### Routed clock nets over the placement

The bar under the picture is 20 um long.
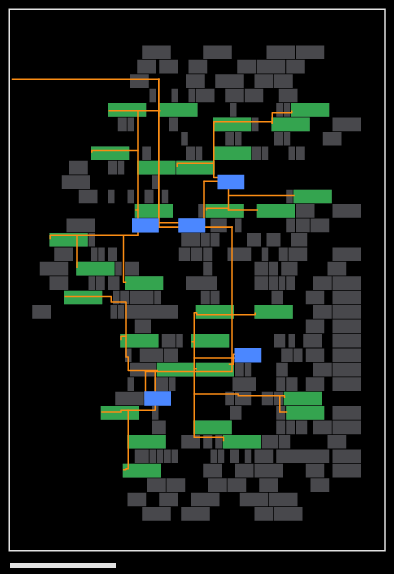
### Routing congestion

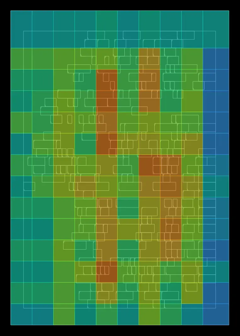
### Sequential cells grouped by signal name

The bar under the picture is 20 um long. Other sequential cells in the stronger grey, the rest of the logic in the fainter grey.
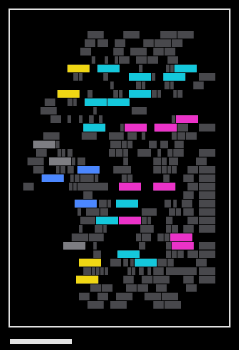
### Cells coloured by class

The bar under the picture is 20 um long.
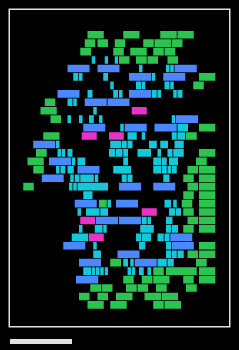
--- src/rtl/fetch_unit_if.sv ---
// Program ROM bus between the fetch unit and the instruction memory.
// The fetch unit is the master: it drives the address and read strobe.
interface fetch_unit_if #(
    parameter int PC_W = 8
);
    logic [PC_W-1:0] imemAddr;
    logic            imemRd;
    logic [11:0]     imemData;

    modport master (
        output imemAddr,
        output imemRd,
        input  imemData
    );

    modport slave (
        input  imemAddr,
        input  imemRd,
        output imemData
    );
endinterface

--- src/rtl/fetch_unit.sv ---
// Instruction fetch sequencer: FETCH/LOAD/EXEC per instruction,
// local resolution of unconditional jump and halt.
module fetch_unit #(
    parameter int              PC_W     = 8,
    parameter logic [PC_W-1:0] RESET_PC = '0
) (
    input  logic               clk,
    input  logic               rst,
    input  logic               stall,
    fetch_unit_if.master       imem,
    output logic [3:0]         opCode,
    output logic [7:0]         operand,
    output logic               instrValid,
    output logic [PC_W-1:0]    pc,
    output logic               halted
);

    localparam logic [3:0] OP_JMP = 4'b1011;
    localparam logic [3:0] OP_HLT = 4'b1111;
    localparam logic [3:0] OP_NOP = 4'b1100;

    typedef enum logic [2:0] {
        IDLE,
        FETCH,
        LOAD,
        EXEC,
        HALT
    } state_t;

    state_t      state;
    logic [11:0] ir;
    logic        rd;

    assign imem.imemAddr = pc;
    assign imem.imemRd   = rd;
    assign operand       = ir[7:0];

    // Sequencer with registered strobe, valid and opcode outputs
    always_ff @(posedge clk) begin
        if (rst) begin
            state      <= IDLE;
            pc         <= RESET_PC;
            ir         <= 12'hC00;
            halted     <= 1'b0;
            rd         <= 1'b0;
            instrValid <= 1'b0;
            opCode     <= OP_NOP;
        end else begin
            unique case (state)
                IDLE: begin
                    state <= FETCH;
                    rd    <= 1'b1;
                end
                FETCH: begin
                    state <= LOAD;
                    rd    <= 1'b0;
                end
                LOAD: begin
                    ir         <= imem.imemData;
                    opCode     <= imem.imemData[11:8];
                    instrValid <= 1'b1;
                    state      <= EXEC;
                end
                EXEC: begin
                    if (!stall) begin
                        instrValid <= 1'b0;
                        opCode     <= OP_NOP;
                        if (ir[11:8] == OP_HLT) begin
                            halted <= 1'b1;
                            state  <= HALT;
                        end else begin
                            if (ir[11:8] == OP_JMP) begin
                                pc <= PC_W'(ir[7:0]);
                            end else begin
                                pc <= pc + PC_W'(1);
                            end
                            rd    <= 1'b1;
                            state <= FETCH;
                        end
                    end
                end
                HALT: begin
                    state <= HALT;
                end
                default: begin
                    state <= IDLE;
                end
            endcase
        end
    end

endmodule

--- src/flat_wrapper.sv ---
// flat-port wrapper written by rule: the top's interface ports become plain ports
module fetch_unit_flat 
#(
    parameter int              PC_W     = 8,
    parameter logic [PC_W-1:0] RESET_PC = '0
)
  (clk, rst, stall, opCode, operand, instrValid, pc, halted, imem_imemAddr, imem_imemRd, imem_imemData);
  fetch_unit_if #(.PC_W(PC_W)) imem_i ();
  input  logic clk;
  input  logic rst;
  input  logic stall;
  output logic [3:0] opCode;
  output logic [7:0] operand;
  output logic instrValid;
  output logic [PC_W-1:0] pc;
  output logic halted;
  output wire logic [$bits(imem_i.imemAddr)-1:0] imem_imemAddr;
  output wire logic [$bits(imem_i.imemRd)-1:0] imem_imemRd;
  input wire logic [$bits(imem_i.imemData)-1:0] imem_imemData;
  assign imem_imemAddr = imem_i.imemAddr;
  assign imem_imemRd = imem_i.imemRd;
  assign imem_i.imemData = imem_imemData;
  fetch_unit #(.PC_W(PC_W), .RESET_PC(RESET_PC)) u_core (.clk(clk), .rst(rst), .stall(stall), .imem(imem_i), .opCode(opCode), .operand(operand), .instrValid(instrValid), .pc(pc), .halted(halted));
endmodule
--- config.mk ---
export PLATFORM = sky130hd
export DESIGN_NAME = fetch_unit_flat
export DESIGN_NICKNAME = d
export VERILOG_FILES = /design/src/rtl/fetch_unit_if.sv /design/src/rtl/fetch_unit.sv /design/src/flat_wrapper.sv
export SDC_FILE = /design/constraint.sdc
export NUM_CORES = 1
export LEC_CHECK = 0
export CAP_MARGIN = 40
export CORE_ASPECT_RATIO = 1.5
export CORE_MARGIN = 4
export CORE_UTILIZATION = 25
export CTS_CLUSTER_SIZE = 16
export DETAILED_ROUTE_END_ITERATION = 10
export PLACE_DENSITY = 0.45
export SYNTH_ARGS = -nofsm -noshare
export SYNTH_HDL_FRONTEND = slang
export SYNTH_SLANG_ARGS = --single-unit
--- constraint.sdc ---
create_clock -name clk -period 4 [get_ports clk]
set_input_delay 0.6 -clock clk [delete_from_list [all_inputs] [get_ports clk]]
set_output_delay 0.6 -clock clk [all_outputs]
set_load 0.1 [all_outputs]
==> changes_impl.md <==
### Changed

- Outcome: complete, no violations
- Via density: 4.56
- GR Layer Usage met1: 11.1%
- Reg clk slew, reported paths: 60 ps
- Pre-CTS setup slack: 1960 ps
- Final core occ: 43.3%
- Crit path DRT: 3400 ps
- CTS tree: yes
- Critical path origin: u_core.imem.imemAddr[3]
- Layout cells sized above 1: 20.1%
- First-pass GRT wire length: 6.18 mm
- Setup ws final: 1880 ps
- CTS sink cnt: 30
- Hold WC Path Type: register to register
- Inverter count: 0
- Setup crit end: pc[3]
- Reg2reg start: u_core.ir[10]
- Final min period: 2120 ps
- Yosys stat area: 1470 um^2
- Die width: 70.5 um
- Seq. cell area: 601 um^2
- Inst Count DP: 298
- Data buffer area share: 39.4%
- FFs w/ async S/R, synth: 0%
- Synth top area cells: dfxtp_1 (41%), buf_4 (8.2%), nand2_1 (7.7%)
- GRT overflow: 0
- M2 GR Usage: 20.4%
- Comb gates: 120
- Worst Path Buf+Inv: 2
- RSZ-0062 raised after global routing: no
- Pwr Total: 746 uW
- Biggest Area Class: non-clock buffers
- Comb. cell area: 692 um^2
- Yosys reg bits: 30
- Hold path depth: 2
- Synthesis Warnings: 0
- Fin nets: 251
- Post-layout period usage: 53.0%
- Postcts setup bufs: 0
- FILL cells: 544
- Chip area: 7180 um^2
- Slowest cell on crit path: clkdlybuf4s50_1
- Tapcells: 70
- Clk_skew: 2.62 ps
- Dominant logic cell types in the final layout: clkdlybuf4s50_1 (45), buf_8 (31), nand2_1 (30), dfxtp_1 (30), a21oi_1 (22)
- CTS H-Tree Depth: 2
- Worst Hold Endpoint: u_core.opCode[1]
- Fraction of area in multi-input gates: 28.7%
-- 'Routed clock nets over the placement' (at the start) --
flip-flops: drawn in green, count 30. clock drivers: drawn in blue, count 5. clock wires: drawn in orange, length 432 um.
There are 6 routed clock nets.

-- 'Routing congestion' (at the start) --
drt wl/cell: 12.3 um
met3 Use GR: 3.38%
GRT Total Usage: 10.9%

-- 'Sequential cells grouped by signal name' (at the start) --
u_core.ir: drawn in cyan, sequential cells 12. u_core.opCode: drawn in yellow, sequential cells 4. u_core.imem.imemAddr: drawn in magenta, sequential cells 8. u_core.state: drawn in blue, sequential cells 3.
Another 3 sequential cells are not coloured.

-- 'Cells coloured by class' (at the start) --
flops: drawn in blue, cells 30, share of their area 26%. other buffers and delay cells: drawn in green, cells 78, share of their area 41%. combinational and other logic: drawn in cyan, cells 120, share of their area 30%. clock drivers and dummy loads: drawn in magenta, cells 6, share of their area 3.6%.

==> kinds of logic (layout without fill, tap and decap cells) <==
kind of cell / count (synthesis) / count (layout) / share of synthesized area (%)
simple gates: 71 / 71 / 25.0
compound gates: 47 / 47 / 20.6
flops: 30 / 30 / 41.0
buf+inv: 23 / 84 / 11.9
fa+ha+maj: 1 / 1 / 0.853
mux: 1 / 1 / 0.683
==> layer usage <==
metal  up-vias  share of wire [%]
met5         -                  0
met4         0                1.4
met1       644                 40
li1        712                  -
met3         4                4.0
met2        26                 55
==> power by group <==
group	leakage [uW]	total, uW	internal [uW]	switching [uW]
Clock	0.0000431	237	132	105
Sequential	0.000244	327	312	15.0
Combinational	0.000614	181	71.3	110
Total	0.000902	746	516	230
No activity file was given, so power comes from the tool's default toggle rates.
